## src/rtl/lsu_pkg.sv

```systemverilog
// Shared encodings and types for the load/store unit.
// Latency: n/a (definitions only).
// Backpressure: n/a (definitions only).
package lsu_pkg;

    // RISC-V major opcodes handled by the unit
    localparam logic [6:0] OP_LOAD  = 7'b0000011;
    localparam logic [6:0] OP_STORE = 7'b0100011;

    // funct3 encodings: bits [1:0] give the size, bit 2 selects zero-extension
    localparam logic [2:0] F3_B  = 3'b000;
    localparam logic [2:0] F3_H  = 3'b001;
    localparam logic [2:0] F3_W  = 3'b010;
    localparam logic [2:0] F3_D  = 3'b011;
    localparam logic [2:0] F3_BU = 3'b100;
    localparam logic [2:0] F3_HU = 3'b101;
    localparam logic [2:0] F3_WU = 3'b110;

    typedef enum logic [1:0] {
        IDLE = 2'd0,
        REQ  = 2'd1,
        WAIT = 2'd2,
        DONE = 2'd3
    } lsu_state_t;

    typedef enum logic [1:0] {
        SZ_B = 2'd0,
        SZ_H = 2'd1,
        SZ_W = 2'd2,
        SZ_D = 2'd3
    } size_t;

endpackage

```

## src/rtl/lsu_align.sv

```systemverilog
// Lane alignment: byte enables, store-data shift, load extract/extend, misalignment flag.
// Latency: purely combinational.
// Backpressure: none, no state.
//
// Ports: size (access size), sext (sign-extend loads), offset (byte offset in the word),
//        wdata_in/rdata_in (raw store data, full memory word) -> be, wdata, rdata_ext, misaligned.
module lsu_align
    import lsu_pkg::*;
#(
    parameter int XLEN = 32,
    localparam int NBYTES = XLEN / 8,
    localparam int OFFW   = $clog2(NBYTES)
) (
    input  logic [1:0]        size,
    input  logic              sext,
    input  logic [OFFW-1:0]   offset,
    input  logic [XLEN-1:0]   wdata_in,
    input  logic [XLEN-1:0]   rdata_in,
    output logic [NBYTES-1:0] be,
    output logic [XLEN-1:0]   wdata,
    output logic [XLEN-1:0]   rdata_ext,
    output logic              misaligned
);

    logic [NBYTES-1:0] mask;
    logic [XLEN-1:0]   shifted;

    always_comb begin
        mask       = '0;
        rdata_ext  = '0;
        misaligned = 1'b0;
        // Bring the addressed lane down to bit 0 before truncating.
        shifted    = rdata_in >> {offset, 3'b000};
        case (size_t'(size))
            SZ_B: begin
                mask      = NBYTES'(1);
                rdata_ext = sext ? XLEN'($signed(shifted[7:0])) : XLEN'(shifted[7:0]);
            end
            SZ_H: begin
                mask       = NBYTES'(2'b11);
                rdata_ext  = sext ? XLEN'($signed(shifted[15:0])) : XLEN'(shifted[15:0]);
                misaligned = offset[0];
            end
            SZ_W: begin
                mask       = NBYTES'(4'hF);
                rdata_ext  = sext ? XLEN'($signed(shifted[31:0])) : XLEN'(shifted[31:0]);
                misaligned = |offset[1:0];
            end
            SZ_D: begin
                // Only reachable as a legal access when XLEN is 64.
                mask       = '1;
                rdata_ext  = shifted;
                misaligned = (offset != '0);
            end
            default: begin
                mask = '0;
            end
        endcase
        be    = mask << offset;
        wdata = wdata_in << {offset, 3'b000};
    end

endmodule

```

## src/rtl/lsu_ctrl.sv

```systemverilog
// Sequential load/store unit: decode, EA, one data-memory transaction, aligned/extended result.
// Latency: legal access 3 cycles accept->out_valid with zero-wait memory; illegal/misaligned 1 cycle.
// Backpressure: holds mem request until mem_req_ready, holds result until out_ready; in_ready only in IDLE.
//
// Ports: in_valid/in_ready + opcode/funct3/imm/rs1/rs2 from execute;
//        mem_req_valid/mem_req_ready + mem_addr/mem_we/mem_be/mem_wdata, mem_rsp_valid/mem_rdata to memory;
//        out_valid/out_ready + out_data/out_err to the consumer.
module lsu_ctrl
    import lsu_pkg::*;
#(
    parameter int XLEN  = 32,
    parameter int IMM_W = 12,
    localparam int NBYTES = XLEN / 8
) (
    input  logic              clk,
    input  logic              rst_n,
    input  logic              in_valid,
    output logic              in_ready,
    input  logic [6:0]        opcode,
    input  logic [2:0]        funct3,
    input  logic [IMM_W-1:0]  imm,
    input  logic [XLEN-1:0]   rs1,
    input  logic [XLEN-1:0]   rs2,
    output logic              mem_req_valid,
    input  logic              mem_req_ready,
    output logic [XLEN-1:0]   mem_addr,
    output logic              mem_we,
    output logic [NBYTES-1:0] mem_be,
    output logic [XLEN-1:0]   mem_wdata,
    input  logic              mem_rsp_valid,
    input  logic [XLEN-1:0]   mem_rdata,
    output logic              out_valid,
    input  logic              out_ready,
    output logic [XLEN-1:0]   out_data,
    output logic              out_err
);

    localparam int OFFW = $clog2(NBYTES);

    lsu_state_t state, nstate;

    // Access attributes kept for the load extract in WAIT
    logic [1:0]      size_q;
    logic            sext_q;
    logic [OFFW-1:0] off_q;

    logic [XLEN-1:0] ea;
    logic            is_load, is_store, f3_ok, req_err;

    logic [1:0]        al_size;
    logic              al_sext;
    logic [OFFW-1:0]   al_off;
    logic [NBYTES-1:0] al_be;
    logic [XLEN-1:0]   al_wdata, al_rdata;
    logic              al_mis;

    // Effective address wraps modulo 2^XLEN.
    assign ea       = rs1 + XLEN'($signed(imm));
    assign is_load  = (opcode == OP_LOAD);
    assign is_store = (opcode == OP_STORE);

    always_comb begin
        f3_ok = 1'b0;
        case (funct3)
            F3_B, F3_H, F3_W: f3_ok = 1'b1;
            F3_BU, F3_HU:     f3_ok = is_load;
            F3_D:             f3_ok = (XLEN == 64);
            F3_WU:            f3_ok = is_load && (XLEN == 64);
            default:          f3_ok = 1'b0;
        endcase
    end

    assign req_err = !(is_load || is_store) || !f3_ok || al_mis;

    // The single aligner serves the incoming request in IDLE (be, wdata,
    // misalignment) and the latched request afterwards (load extract).
    always_comb begin
        if (state == IDLE) begin
            al_size = funct3[1:0];
            al_sext = !funct3[2];
            al_off  = ea[OFFW-1:0];
        end else begin
            al_size = size_q;
            al_sext = sext_q;
            al_off  = off_q;
        end
    end

    lsu_align #(.XLEN(XLEN)) u_align (
        .size       (al_size),
        .sext       (al_sext),
        .offset     (al_off),
        .wdata_in   (rs2),
        .rdata_in   (mem_rdata),
        .be         (al_be),
        .wdata      (al_wdata),
        .rdata_ext  (al_rdata),
        .misaligned (al_mis)
    );

    always_ff @(posedge clk or negedge rst_n) begin
        if (!rst_n) state <= IDLE;
        else        state <= nstate;
    end

    always_comb begin
        nstate        = state;
        in_ready      = 1'b0;
        mem_req_valid = 1'b0;
        out_valid     = 1'b0;
        case (state)
            IDLE: begin
                in_ready = 1'b1;
                if (in_valid) nstate = req_err ? DONE : REQ;
            end
            REQ: begin
                mem_req_valid = 1'b1;
                if (mem_req_ready) nstate = WAIT;
            end
            WAIT: begin
                if (mem_rsp_valid) nstate = DONE;
            end
            DONE: begin
                out_valid = 1'b1;
                if (out_ready) nstate = IDLE;
            end
            default: nstate = IDLE;
        endcase
    end

    always_ff @(posedge clk or negedge rst_n) begin
        if (!rst_n) begin
            mem_addr  <= '0;
            mem_we    <= 1'b0;
            mem_be    <= '0;
            mem_wdata <= '0;
            out_data  <= '0;
            out_err   <= 1'b0;
            size_q    <= '0;
            sext_q    <= 1'b0;
            off_q     <= '0;
        end else begin
            case (state)
                IDLE: begin
                    if (in_valid) begin
                        out_data <= '0;
                        out_err  <= req_err;
                        if (!req_err) begin
                            mem_addr  <= ea & ~XLEN'(NBYTES - 1);
                            mem_we    <= is_store;
                            mem_be    <= al_be;
                            mem_wdata <= al_wdata;
                            size_q    <= funct3[1:0];
                            sext_q    <= !funct3[2];
                            off_q     <= ea[OFFW-1:0];
                        end
                    end
                end
                WAIT: begin
                    if (mem_rsp_valid) out_data <= mem_we ? '0 : al_rdata;
                end
                default: begin
                end
            endcase
        end
    end

endmodule

```

## config.mk

```make
export PLATFORM = sky130hd
export DESIGN_NAME = lsu_ctrl
export DESIGN_NICKNAME = d
export VERILOG_FILES = /design/src/rtl/lsu_pkg.sv /design/src/rtl/lsu_align.sv /design/src/rtl/lsu_ctrl.sv
export SDC_FILE = /design/constraint.sdc
export NUM_CORES = 1
export LEC_CHECK = 0
export ABC_CLOCK_PERIOD_IN_PS = 5600
export CORE_MARGIN = 4
export CORE_UTILIZATION = 51
export DETAILED_ROUTE_END_ITERATION = 8
export PLACE_DENSITY = 0.95
export SLEW_MARGIN = 20
export SYNTH_ARGS = -nofsm -noshare
export SYNTH_HDL_FRONTEND = slang
export SYNTH_HIERARCHICAL = 1
export SYNTH_SLANG_ARGS = --single-unit
```

## constraint.sdc

```tcl
create_clock -name clk -period 5.6 [get_ports clk]
set_input_delay 1.68 -clock clk [delete_from_list [all_inputs] [get_ports clk]]
set_output_delay 1.68 -clock clk [all_outputs]
set_load 0.02 [all_outputs]
```

### Signal wires on met1, run 1

Drawn at 3 px/µm.
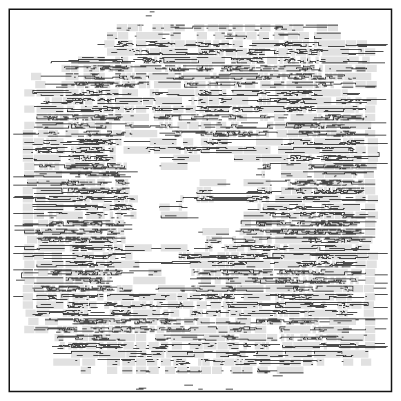
The layer carries 8660 µm of wire. 1079 nets have wire on it.

### Metal 2, run 1

Drawn at 4 px/µm.
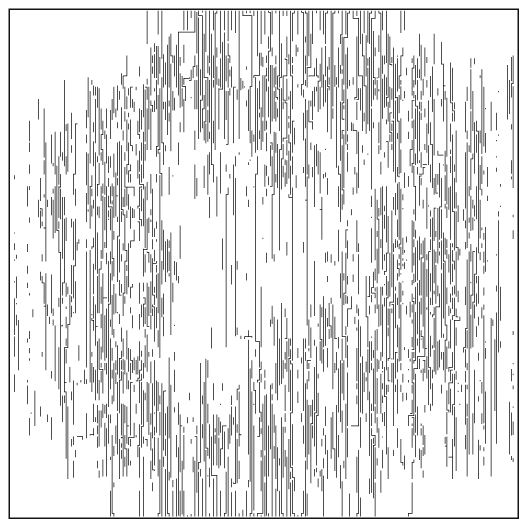
1065 nets have wire on it. The wires run mostly vertical. The layer carries 10700 µm of wire.
fraction of met2 tracks used by global routing: 0.447
count of vias placed by the detailed router: 7149
wire length after detailed routing: 21800 µm

==> results_slide.txt, run 1 <==
Synthesis and Place & Route Summary

Outcome
  – Result of the run: finished clean

Critical path
  – Number of cells on the worst reg-to-reg path: 12
  – Launching element type of the critical path: input port
  – Data arrival time of the worst path: 4.77 ns
  – Reg-to-reg startpoint: state[0]
  – Required @ worst endpoint: 5.89 ns
  – Worst-case register-to-register setup slack: 2.52 ns
  – Worst Setup EP: mem_wdata[0]
  – Category of the worst setup path capture point: flop
  – Critical path class: input port to flop

Final layout
  – Most common logic cell in the routed design: sky130_fd_sc_hd__nand2_1
  – Synth-to-layout area growth: 36.1%
  – Final net count: 1244
  – Final cell count without fillers: 1268
  – Design area: 9810 µm²
  – Commonest non-fill, non-tap cells in the layout: sky130_fd_sc_hd__nand2_1, sky130_fd_sc_hd__clkdlybuf4s50_1, sky130_fd_sc_hd__dfrtp_1
  – Layout cells sized above 1: 0.0524
  – ANT cells: 0

GRT
  – Maximum number of pins on one net before global-route repair: 74
  – Overflow after GRT: 0
  – Total track usage: 0.261
  – Vias in the first global route: 7004
  – Wire length of the first global-routing pass: 34200 µm
  – Number of antenna violations at the first check in global routing: 0

CTS
  – Max Buffers Root-to-Sink: 2
  – Clk sinks: 107
  – Root Buffer: sky130_fd_sc_hd__clkbuf_16
  – Clock-pin transition on the worst setup and hold timing paths: 0.07 ns
  – Clock buffers created by TritonCTS: 9
  – Clock network latency to the later pin of the worst-skew pair: 0.35 ns
  – Setup fix buffers added after clock tree synthesis: 0
  – TritonCTS clock tree: yes
  – Quantity of hold-fixing buffers added after cts: 0
  – Resize count post-CTS: 0

Worst hold path
  – Launch point of the worst hold path: mem_wdata[4]
  – Number of cells traversed by the worst hold path: 2
  – Worst Hold End: mem_wdata[4]

Placed design
  – Area post-placement: 9500 µm²
  – Placed Cells incl. Taps: 1253
  – Half-perimeter wire length of the detailed placement result: 16300 µm

Logic synthesis
  – Ys cells: 892
  – Share of async-settable or async-resettable flops after synthesis: 1.00
  – Cell count after synthesis: 892
  – Synthesized area per cell: 8.08 µm²
  – Most used flip-flop cell after synthesis: sky130_fd_sc_hd__dfrtp_1
  – Distinct lib cells: 64
  – Flops & latches, synth: 107
  – Number of enable flip-flop cells: 0
  – Synthesized cell area: 7210 µm²
  – Yosys warning count: 6
  – Area reported by Yosys stat: 7210 µm²

Job
  – Number of OpenROAD warnings: 29
  – Tally of max-capacitance violations: 0

Detailed routing
  – Routed WL per cell: 17.2 µm
  – Number of DRC markers in iteration 0: 617
  – Drt drc: 0
  – Routed via count divided by cell count: 5.64
  – Antenna viol nets, final: 0

Timing
  – Final hold slack: 0.475 ns
  – Clock period minus final worst setup slack: 4.48 ns
  – Final worst path period share: 0.799
  – Worst slew margin: 0.352
  – Peak clock frequency supported by timing: 223 MHz
  – Number of endpoints with negative hold slack in the final report: 0
  – Number of failing setup endpoints in the final timing report: 0
  – Setup Total Neg Slack: 0 ns
  – Worst Tran Pin Value: 0.972 ns
  – Number of max-slew violations in the final report: 0
  – Max Clock Skew: 0.00689 ns

Floorplanning
  – Floorplan utilization: 0.519
  – Die boundary height: 127 µm
  – Core region area: 13900 µm²
  – Die width: 127 µm
  – Top-level port count: 229
  – Total die size: 16100 µm²

Pwr
  – Power density cells: 319 nW/µm²
  – Leak Pwr: 4.53 nW
### M3 wires, run 1

Drawn at 2 px/µm.
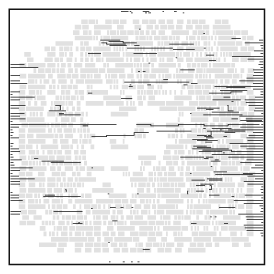
The layer carries 1510 µm of wire. 189 nets have wire on it. The wires run mostly horizontal. The layer holds 6.9% of the routed length. The longest straight run is 52.7 µm.
M3 GR Usage: 0.0387

### Met4 routing, run 1

Drawn at 2 px/µm.
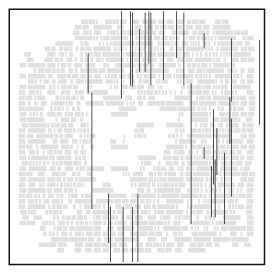
The layer carries 908 µm of wire. The wires run mostly vertical. The longest straight run is 70.0 µm. The layer holds 4.2% of the routed length. 27 nets have wire on it.

==> run 1: Yosys cell counts (13+ instances only) <==
master / instances / area, µm²
sky130_fd_sc_hd__o21ai_0: 56 / 280
sky130_fd_sc_hd__dfrtp_1: 107 / 2680
sky130_fd_sc_hd__nand2_1: 260 / 976
sky130_fd_sc_hd__xor2_1: 13 / 114
sky130_fd_sc_hd__clkbuf_1: 29 / 109
sky130_fd_sc_hd__nand3_1: 41 / 205
sky130_fd_sc_hd__nor2b_1: 18 / 113
sky130_fd_sc_hd__xnor2_1: 13 / 114
sky130_fd_sc_hd__mux2i_1: 34 / 340
sky130_fd_sc_hd__nor2_1: 44 / 165
sky130_fd_sc_hd__ha_1: 35 / 438
sky130_fd_sc_hd__a211oi_1: 25 / 188
sky130_fd_sc_hd__a21oi_1: 51 / 255
sky130_fd_sc_hd__a21o_1: 20 / 150
==> run 1: stage by stage <==
step / util / setup slack [ns] / power (W)
CTS: 0.707 / 1.16 / 0.00313
global route: 0.707 / 0.942 / 0.00331
floorplan: - / 1.40 / 0.00191
global placement: 0.683 / 0.929 / 0.00240
detailed placement: 0.684 / 0.802 / 0.00244
finish: 0.707 / 1.12 / 0.00313
==> run 1: sequential cells by signal (all words and copies together), names as in the netlist <==
name       count
out_data      32
mem_wdata     32
sext_q         1
state          2
size_q         2
off_q          2
mem_addr      30
mem_we         1
mem_be         4
out_err        1
==> run 1: cell families (layout without fill, tap and decap cells) <==
family / Yosys count / count (layout) / share of synthesized area
compound gates: 200 / 200 / 0.176
xor+xnor: 26 / 26 / 0.0316
fa+ha+maj: 36 / 36 / 0.0635
buf+inv: 68 / 263 / 0.0474
flops: 107 / 107 / 0.371
mux: 42 / 42 / 0.0618
other cells: 1 / 2 / 0.000520
simple gates: 412 / 412 / 0.248
==> run 1: final cells by class <==
class	count	area, µm²
clock buffer	10	239
clock inverter	5	77.6
fill	1096	4070
inverter	12	45.0
multi-input combinational	718	4210
sequential	107	2680
tap	180	225
timing repair buffer	236	2330
==> run 1: critical path, stage by stage <==
cell                              delay (ns)
sky130_fd_sc_hd__clkdlybuf4s50_1        0.48
sky130_fd_sc_hd__ha_1                   0.23
sky130_fd_sc_hd__fa_1                   0.47
sky130_fd_sc_hd__mux2_2                 0.34
sky130_fd_sc_hd__a21oi_1                0.14
sky130_fd_sc_hd__nor2_1                 0.05
sky130_fd_sc_hd__nor2_1                 0.13
sky130_fd_sc_hd__nand4_1                0.13
sky130_fd_sc_hd__buf_4                  0.30
sky130_fd_sc_hd__inv_2                  0.16
sky130_fd_sc_hd__buf_4                  0.41
sky130_fd_sc_hd__nand2_1                0.13
sky130_fd_sc_hd__nand2_1                0.08
==> run 1: per-layer routing <==
layer,part of all wire,track usage,vias up
met3,0.069,0.0387,64
li1,-,-,3450
met1,0.40,0.323,3321
met4,0.042,0.125,0
met5,0,0,-
met2,0.49,0.447,314
==> run 1: power by group <==
group | switching (W) | internal [W]
logic | 0.000885 | 0.000600
clock network | 0.000287 | 0.000400
registers | 0.0000702 | 0.000886
total | 0.00124 | 0.00189
### Congestion heat map, run 1

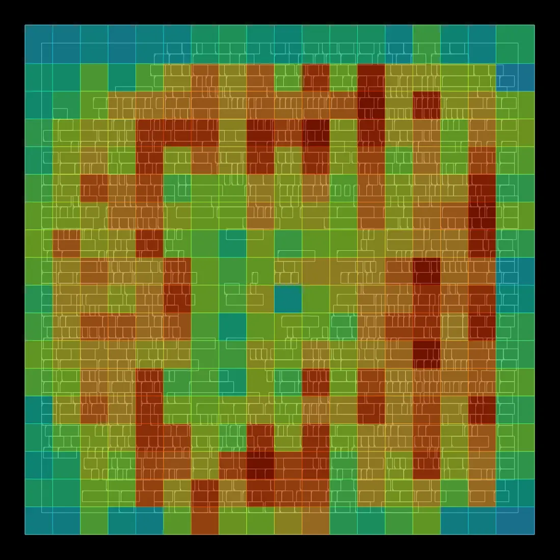

--- run 2 (diff from run 1) ---
--- a/config.mk
+++ b/config.mk
@@ -5,11 +5,11 @@
 export SDC_FILE = /design/constraint.sdc
 export NUM_CORES = 1
 export LEC_CHECK = 0
-export ABC_CLOCK_PERIOD_IN_PS = 5600
+export ABC_CLOCK_PERIOD_IN_PS = 4100
 export CORE_MARGIN = 4
-export CORE_UTILIZATION = 51
+export CORE_UTILIZATION = 43
 export DETAILED_ROUTE_END_ITERATION = 8
-export PLACE_DENSITY = 0.95
+export PLACE_DENSITY = 0.86
 export SLEW_MARGIN = 20
 export SYNTH_ARGS = -nofsm -noshare
 export SYNTH_HDL_FRONTEND = slang
==> constraint.sdc (replaced) <==
create_clock -name clk -period 4.1 [get_ports clk]
set_input_delay 1.23 -clock clk [delete_from_list [all_inputs] [get_ports clk]]
set_output_delay 1.23 -clock clk [all_outputs]
set_load 0.02 [all_outputs]
### Congestion heat map, run 2

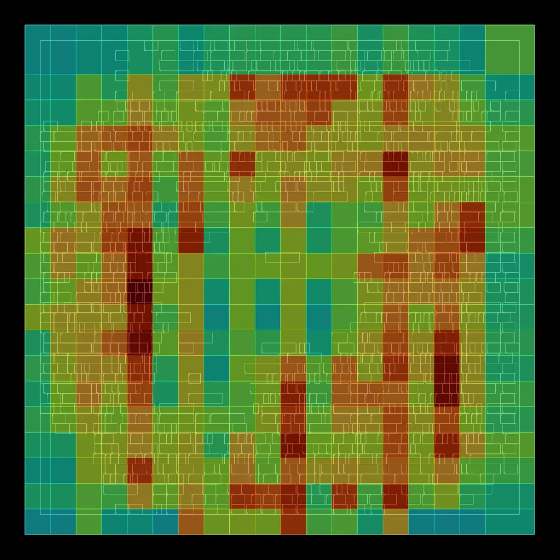
post-layout utilization of the core: 0.605
layer with the highest usage: met2

==> run 2 against run 1 <==
Compared with the run above: clock skew increased by 0.0078 ns; sequential power rose by 37%; sequential share of layout area decreased by 0.52 points; total power is 37% higher; wire length up 2.5%; sequential cell count did not move; combinational power is 39% higher; synthesized cell count is the same; critical path type unchanged; critical endpoint is now mem_addr[3]; highest routed layer unchanged.
==> results_slide.txt, run 2 <==
Synthesis and Place & Route Summary

Outcome
  – Result of the run: finished clean

Floorplanning
  – Top-level port count: 229 (unchanged)
  – Die width: 137 µm (+8.3%)
  – Core Rows: 47
  – Total die size: 18900 µm² (+17%)
  – Die boundary height: 137 µm (+8.3%)
  – Core region area: 16500 µm² (+19%)
  – Floorplan utilization: 0.436 (-0.0831)

CTS
  – TritonCTS clock tree: yes
  – Clock-pin transition on the worst setup and hold timing paths: 0.07 ns (about the same)
  – Quantity of hold-fixing buffers added after cts: 0 (unchanged)
  – Max Buffers Root-to-Sink: 2 (unchanged)
  – Root Buffer: sky130_fd_sc_hd__clkbuf_16
  – Clock network latency to the later pin of the worst-skew pair: 0.35 ns (about the same)
  – Resize count post-CTS: 0 (unchanged)

Logic synthesis
  – Synthesized area per cell: 8.08 µm² (unchanged)
  – Number of enable flip-flop cells: 0 (unchanged)
  – Synthesized cell area: 7210 µm² (unchanged)
  – Most used flip-flop cell after synthesis: sky130_fd_sc_hd__dfrtp_1
  – Largest cells by area: sky130_fd_sc_hd__dfrtp_1, sky130_fd_sc_hd__nand2_1, sky130_fd_sc_hd__ha_1
  – Share of async-settable or async-resettable flops after synthesis: 1.00 (unchanged)
  – Dominant cell type by area after synthesis: sky130_fd_sc_hd__dfrtp_1
  – Top cell types by occurrence after synthesis: sky130_fd_sc_hd__nand2_1, sky130_fd_sc_hd__dfrtp_1, sky130_fd_sc_hd__o21ai_0
  – Area reported by Yosys stat: 7210 µm² (unchanged)
  – Yosys warning count: 6 (unchanged)
  – Distinct lib cells: 64 (unchanged)
  – Top cell type by instance count after synthesis: sky130_fd_sc_hd__nand2_1
  – Cell count after synthesis: 892 (unchanged)
  – Flops & latches, synth: 107 (unchanged)

Timing
  – Peak clock frequency supported by timing: 269 MHz
  – Worst Tran Pin Value: 0.728 ns (-0.244 ns)
  – Final worst path period share: 0.905
  – Setup Total Neg Slack: 0 ns (unchanged)
  – Clock period minus final worst setup slack: 3.71 ns
  – Worst slew margin: 0.515 (+0.163)
  – Max Clock Skew: 0.0147 ns (+0.00784 ns)
  – Number of failing setup endpoints in the final timing report: 0 (unchanged)
  – Number of endpoints with negative hold slack in the final report: 0 (unchanged)

Detailed routing
  – Routed via count divided by cell count: 5.44 (-3.5%)
  – Drt drc: 0 (unchanged)
  – Number of DRC markers in iteration 0: 481 (-22%)
  – Antenna viol nets, final: 0 (unchanged)
  – Routed WL per cell: 16.8 µm (-1.9%)
  – First-pass iteration count of the detailed router: 5
  – Count of vias placed by the detailed router: 7208 (+0.83%)
  – Wire length after detailed routing: 22300 µm (+2.5%)

GRT
  – Overflow after GRT: 0 (unchanged)
  – Number of antenna violations at the first check in global routing: 0 (unchanged)
  – Maximum number of pins on one net before global-route repair: 58 (-22%)
  – Vias in the first global route: 6960 (-0.63%)
  – Wire length of the first global-routing pass: 34400 µm (+0.52%)

Pwr
  – Leak Pwr: 4.62 nW (+1.9%)
  – Power density cells: 430 nW/µm² (+35%)
  – Sum of internal, switching and leakage power: 0.00430 W (+37%)

Final layout
  – Commonest non-fill, non-tap cells in the layout: sky130_fd_sc_hd__nand2_1, sky130_fd_sc_hd__clkdlybuf4s50_1, sky130_fd_sc_hd__dfrtp_1
  – ANT cells: 0 (unchanged)
  – Synth-to-layout area growth: 38.8%
  – Largest regs: mem_wdata x32, out_data x32, mem_addr x30
  – Most common logic cell in the routed design: sky130_fd_sc_hd__nand2_1
  – Final net count: 1260 (+1.3%)

Critical path
  – Data arrival time of the worst path: 3.96 ns (-0.81 ns)
  – Launching element type of the critical path: input port
  – Required @ worst endpoint: 4.35 ns (-1.54 ns)
  – Critical path class: input port to flop
  – Category of the worst setup path capture point: flop
  – Number of cells on the worst reg-to-reg path: 10 (-2)

Placed design
  – Half-perimeter wire length of the detailed placement result: 16900 µm (+3.6%)

Worst hold path
  – Number of cells traversed by the worst hold path: 2 (unchanged)

Job
  – Number of OpenROAD warnings: 29 (unchanged)
  – Tally of max-capacitance violations: 0 (unchanged)
[run 2: cell counts after synthesis]
Identical to the previous run, type by type.
[run 2: where the power goes]
| group | total, W | switching [W] | internal [W] |
|---|---|---|---|
| clock network | 0.000918 | 0.000420 | 0.000498 |
| logic | 0.00207 | 0.00122 | 0.000854 |
| registers | 0.00131 | 0.000101 | 0.00121 |
| total | 0.00430 | 0.00174 | 0.00256 |
[run 2: cell type report]
type	instances	area, µm²
fillers	1433	6520
multi-input cells	718	4200
flip-flops and latches	107	2680
repair buffers	252	2490
well taps	220	275
clock buffers	10	239
clock inverters	6	71.3
inverters	12	45.0
[run 2: final timing paths]
check                           endpoint         start  slack (ns)
hold / removal              out_data[10]  out_data[10]        0.47
setup reg to reg             mem_addr[3]      state[0]        1.23
min in group asynchronous  mem_wdata[10]         rst_n        0.93
hold reg to reg             out_data[10]  out_data[10]        0.47
max in group asynchronous   mem_addr[14]         rst_n        2.38
setup / recovery             mem_addr[3]        imm[0]        0.39
[run 2: cells by family after synthesis]
| kind of cell | after synthesis | share of synthesized area |
|---|---|---|
| XOR/XNOR | 26 | 0.0316 |
| multiplexers | 42 | 0.0618 |
| buffers and inverters | 68 | 0.0474 |
| other | 1 | 0.000520 |
| AND-OR/OR-AND | 200 | 0.176 |
| AND/OR/NAND/NOR | 412 | 0.248 |
| adder cells (fa/ha/maj) | 36 | 0.0635 |
| flip-flops | 107 | 0.371 |
[run 2: layer usage]
layer / global-route usage / vias up / wire length [µm]
met5: 0 / - / 0
met4: 0.0793 / 0 / 526
met3: 0.0325 / 39 / 1720
met2: 0.390 / 330 / 11000
met1: 0.287 / 3362 / 9090
li1: - / 3477 / -
[run 2: worst max-delay path, cell delays in order]
cell and delay [ns]:
sky130_fd_sc_hd__clkdlybuf4s50_1 0.46, sky130_fd_sc_hd__ha_1 0.22, sky130_fd_sc_hd__fa_1 0.47, sky130_fd_sc_hd__mux2_2 0.30
sky130_fd_sc_hd__a21oi_1 0.12, sky130_fd_sc_hd__nor2_1 0.05, sky130_fd_sc_hd__nor2_1 0.16, sky130_fd_sc_hd__nand4_1 0.16
sky130_fd_sc_hd__buf_4 0.21, sky130_fd_sc_hd__buf_4 0.26, sky130_fd_sc_hd__o31ai_1 0.29
[run 2: per-stage QoR]
stage,hold slack [ns],worst slack (ns),instances,cell area (µm²)
3_5_place_dp,0.456,0.0300,1309,9690
5_1_grt,0.491,0.133,1325,10000
2_1_floorplan,0.442,0.351,893,7210
6_report,0.469,0.388,1325,10000
3_3_place_gp,0.450,0.0587,1309,9690
4_1_cts,0.471,0.395,1325,10000
### Signal wires on met1, run 2

Drawn at 3 px/µm.
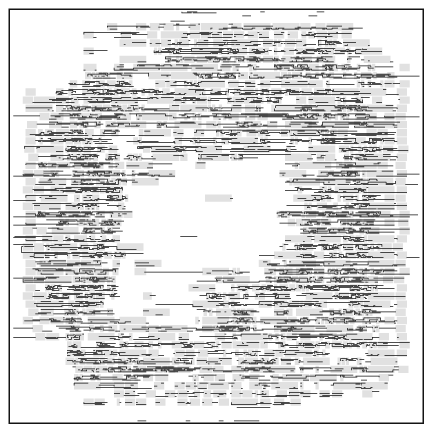

--- run 3 (diff from run 2) ---
--- a/config.mk
+++ b/config.mk
@@ -6,9 +6,9 @@
 export NUM_CORES = 1
 export LEC_CHECK = 0
 export ABC_CLOCK_PERIOD_IN_PS = 4100
-export CORE_MARGIN = 4
 export CORE_UTILIZATION = 43
 export DETAILED_ROUTE_END_ITERATION = 8
+export MAX_ROUTING_LAYER = met4
 export PLACE_DENSITY = 0.86
 export SLEW_MARGIN = 20
 export SYNTH_ARGS = -nofsm -noshare
### Signal wires on met1, run 3

Drawn at 3 px/µm.
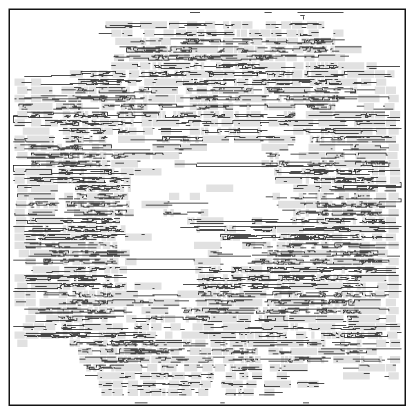
The longest straight run is 37.3 µm. The wires run mostly horizontal.
met1 Resource Use GR: 0.314
wire length after detailed routing: 21400 µm
count of vias placed by the detailed router: 7164

==> run 3 against run 2 <==
Compared with the run above: maximum frequency rose by 1.0%; final area fell by 0.29%; register-to-register slack improved by 0.06 ns; clock skew fell by 0.0060 ns; sequential cell count did not move; via count fell by 0.61%; non-clock buffer count rose by 2; utilization rose by 1.4 points; worst setup slack improved by 0.037 ns; wire length fell by 4.2%; critical endpoint is now mem_addr[30].
==> results_slide.txt, run 3 <==
Synthesis and Place & Route Summary

Outcome
  – Result of the run: finished clean

GRT
  – Vias in the first global route: 6943 (-0.24%)
  – Total track usage: 0.255
  – Number of antenna violations at the first check in global routing: 0 (unchanged)
  – Overflow after GRT: 0 (unchanged)
  – Wire length of the first global-routing pass: 34800 µm (+1.3%)
  – Maximum number of pins on one net before global-route repair: 60 (+3.4%)

Logic synthesis
  – Largest cells by area: sky130_fd_sc_hd__dfrtp_1, sky130_fd_sc_hd__nand2_1, sky130_fd_sc_hd__ha_1
  – Flops & latches, synth: 107 (unchanged)
  – Yosys warning count: 6 (unchanged)
  – Top cell type by instance count after synthesis: sky130_fd_sc_hd__nand2_1
  – Synthesized area per cell: 8.08 µm² (unchanged)
  – Most used flip-flop cell after synthesis: sky130_fd_sc_hd__dfrtp_1
  – Dominant cell type by area after synthesis: sky130_fd_sc_hd__dfrtp_1
  – Synthesized cell area: 7210 µm² (unchanged)
  – Top cell types by occurrence after synthesis: sky130_fd_sc_hd__nand2_1, sky130_fd_sc_hd__dfrtp_1, sky130_fd_sc_hd__o21ai_0
  – Post-synthesis sequential area ratio: 0.371
  – Distinct lib cells: 64 (unchanged)
  – Cell count after synthesis: 892 (unchanged)
  – Number of enable flip-flop cells: 0 (unchanged)
  – Share of async-settable or async-resettable flops after synthesis: 1.00 (unchanged)
  – Area reported by Yosys stat: 7210 µm² (unchanged)

Timing
  – Post-layout worst setup margin: 0.425 ns (+0.0375 ns)
  – Clock period minus final worst setup slack: 3.67 ns (-0.0375 ns)
  – Max Clock Skew: 0.00876 ns (-0.00597 ns)
  – Number of failing setup endpoints in the final timing report: 0 (unchanged)
  – Number of endpoints with negative hold slack in the final report: 0 (unchanged)
  – Setup Total Neg Slack: 0 ns (unchanged)
  – Worst Tran Pin Value: 0.653 ns (-0.0746 ns)
  – Worst slew margin: 0.565 (+0.0497)
  – Final worst path period share: 0.896 (-0.00914)
  – Peak clock frequency supported by timing: 272 MHz (+1.0%)

Critical path
  – CP top delay family: buffers and inverters
  – Bufs and invs on worst path: 3 (unchanged)
  – Biggest cell delay along the critical path: 0.46 ns (about the same)
  – Data arrival time of the worst path: 3.90 ns (-0.06 ns)
  – Category of the worst setup path capture point: flop
  – Critical-path top delay cell: sky130_fd_sc_hd__clkdlybuf4s50_1
  – Most frequent CP cell: sky130_fd_sc_hd__nor2_1
  – Reg-to-reg startpoint: state[0]
  – First element of the critical path: imm[0]
  – Cell-by-cell listing of the critical path: clkdlybuf4s50_1 > ha_1 > fa_1 > mux2_2 > a21oi_1 > nor2_1 > nor2_1 > nand4_1 > buf_4 > inv_2 > o221ai_1 > a31oi_1 > a2bb2oi_1
  – Critical path class: input port to flop
  – Launching element type of the critical path: input port
  – Required @ worst endpoint: 4.33 ns (-0.02 ns)

Final layout
  – Fillers: 1400 (-2.3%)
  – Most common logic cell in the routed design: sky130_fd_sc_hd__nand2_1
  – Largest regs: mem_wdata x32, out_data x32, mem_addr x30
  – Final net count: 1262 (+0.16%)
  – Commonest non-fill, non-tap cells in the layout: sky130_fd_sc_hd__nand2_1, sky130_fd_sc_hd__clkdlybuf4s50_1, sky130_fd_sc_hd__dfrtp_1
  – Synth-to-layout area growth: 38.4%
  – ANT cells: 0 (unchanged)

Floorplanning
  – Die boundary height: 131 µm (-4.4%)
  – Floorplan utilization: 0.447 (+0.0111)
  – Die width: 131 µm (-4.4%)
  – Core region area: 16100 µm² (-2.5%)
  – Core Rows: 46 (-2.1%)
  – Total die size: 17300 µm² (-8.5%)
  – Top-level port count: 229 (unchanged)

Detailed routing
  – Drt drc: 0 (unchanged)
  – First-pass iteration count of the detailed router: 5 (unchanged)
  – Antenna viol nets, final: 0 (unchanged)
  – Routed WL per cell: 16.1 µm (-4.0%)
  – Number of DRC markers in iteration 0: 440 (-8.5%)
  – Routed via count divided by cell count: 5.41 (-0.46%)

CTS
  – Depth of the CTS H-tree: 3
  – TritonCTS clock tree: yes
  – Root Buffer: sky130_fd_sc_hd__clkbuf_16
  – Clock network latency to the later pin of the worst-skew pair: 0.35 ns (about the same)
  – Quantity of hold-fixing buffers added after cts: 0 (unchanged)
  – Resize count post-CTS: 0 (unchanged)
  – Max Buffers Root-to-Sink: 2 (unchanged)
  – Clock-pin transition on the worst setup and hold timing paths: 0.08 ns (about the same)

Pwr
  – Fraction of power consumed by sequential logic: 0.309 (+0.004)
  – Sum of internal, switching and leakage power: 0.00422 W (-1.9%)
  – Share of total power consumed by net switching: 0.410 (+0.00597)
  – Clock share of power: 0.203 (-0.010)
  – Share of power burned in combinational logic: 0.488 (+0.006)
  – P_int: 0.00249 W (-2.9%)
  – Power density cells: 423 nW/µm² (-1.7%)
  – Psw: 0.00173 W (-0.50%)
  – VDD IR-drop max: 222 µV
  – Leak Pwr: 4.61 nW (about the same)

Job
  – Number of OpenROAD warnings: 29 (unchanged)
  – Tally of max-capacitance violations: 0 (unchanged)

Worst hold path
  – Class of the tightest hold or removal check: flop to flop
  – Launch point of the worst hold path: out_data[8]

Placed design
  – Half-perimeter wire length of the detailed placement result: 16300 µm (-3.5%)
  – GPL Wtd Cong: 0.905
  – Place WS: 0.0876 ns (+0.0576 ns)
  – I/O Buffers: 226
run 3: area by class of cell:
class,instances,area (µm²),share of cell area
Multi-Input combinational cell,718,4200,0.421
Inverter,12,45.0,0.00452
Clock buffer,9,225,0.0226
Clock inverter,7,58.8,0.00590
Sequential cell,107,2680,0.268
Timing Repair Buffer,254,2490,0.250
Tap cell,216,270,0.0271
run 3: logic make-up (layout without fill, tap and decap cells):
family	Yosys count	after routing	synth area share
adders and majority gates	36	36	0.0635
and+or+nand+nor	412	412	0.248
other	1	2	0.000520
buffers and inverters	68	282	0.0474
DFF	107	107	0.371
xor gates and xnor gates	26	26	0.0316
muxes	42	42	0.0618
AOI/OAI and AO/OA	200	200	0.176
run 3: tightest hold or removal path, delay by kind of cell, from the launching register on:
kind / cells / cell delay (ns)
DFF: 1 / 0.35
and+or+nand+nor: 2 / 0.10
run 3: power by group through the flow:
stage,logic (W),registers (W),clock network [W]
after global routing,0.00224,0.00133,0.000915
final,0.00206,0.00130,0.000854
after detailed placement,0.00205,0.00132,0
after CTS,0.00205,0.00130,0.000868
after floorplan,0.00112,0.00148,0
after global placement,0.00201,0.00132,0
run 3: through the flow:
stage          utilization  cells  hold slack, ns  cell area (µm²)
2_1_floorplan            -    893           0.442             7210
3_3_place_gp         0.601   1307           0.448             9690
3_5_place_dp         0.601   1307           0.456             9690
4_1_cts              0.619   1323           0.473             9970
5_1_grt              0.619   1323           0.494             9970
6_report             0.619   1323           0.471             9970
run 3: layer usage:
layer | wire length (µm) | track usage
met1 | 9050 | 0.314
met2 | 10500 | 0.430
met3 | 1290 | 0.0324
met4 | 544 | 0.0866
met5 | 0 | -
run 3: worst paths after layout:
path                                      end  slack [ns]  cells past startpoint
worst max-delay path             mem_addr[30]        0.43                     13
worst min-delay path              out_data[8]        0.47                      2
worst max register to register   mem_addr[30]        1.29                     12
worst min register to register    out_data[8]        0.47                      2
max in group asynchronous           mem_be[3]        2.45                      2
min in group asynchronous       mem_wdata[10]        0.90                      1
No activity file was given, so power comes from the tool's default toggle rates.
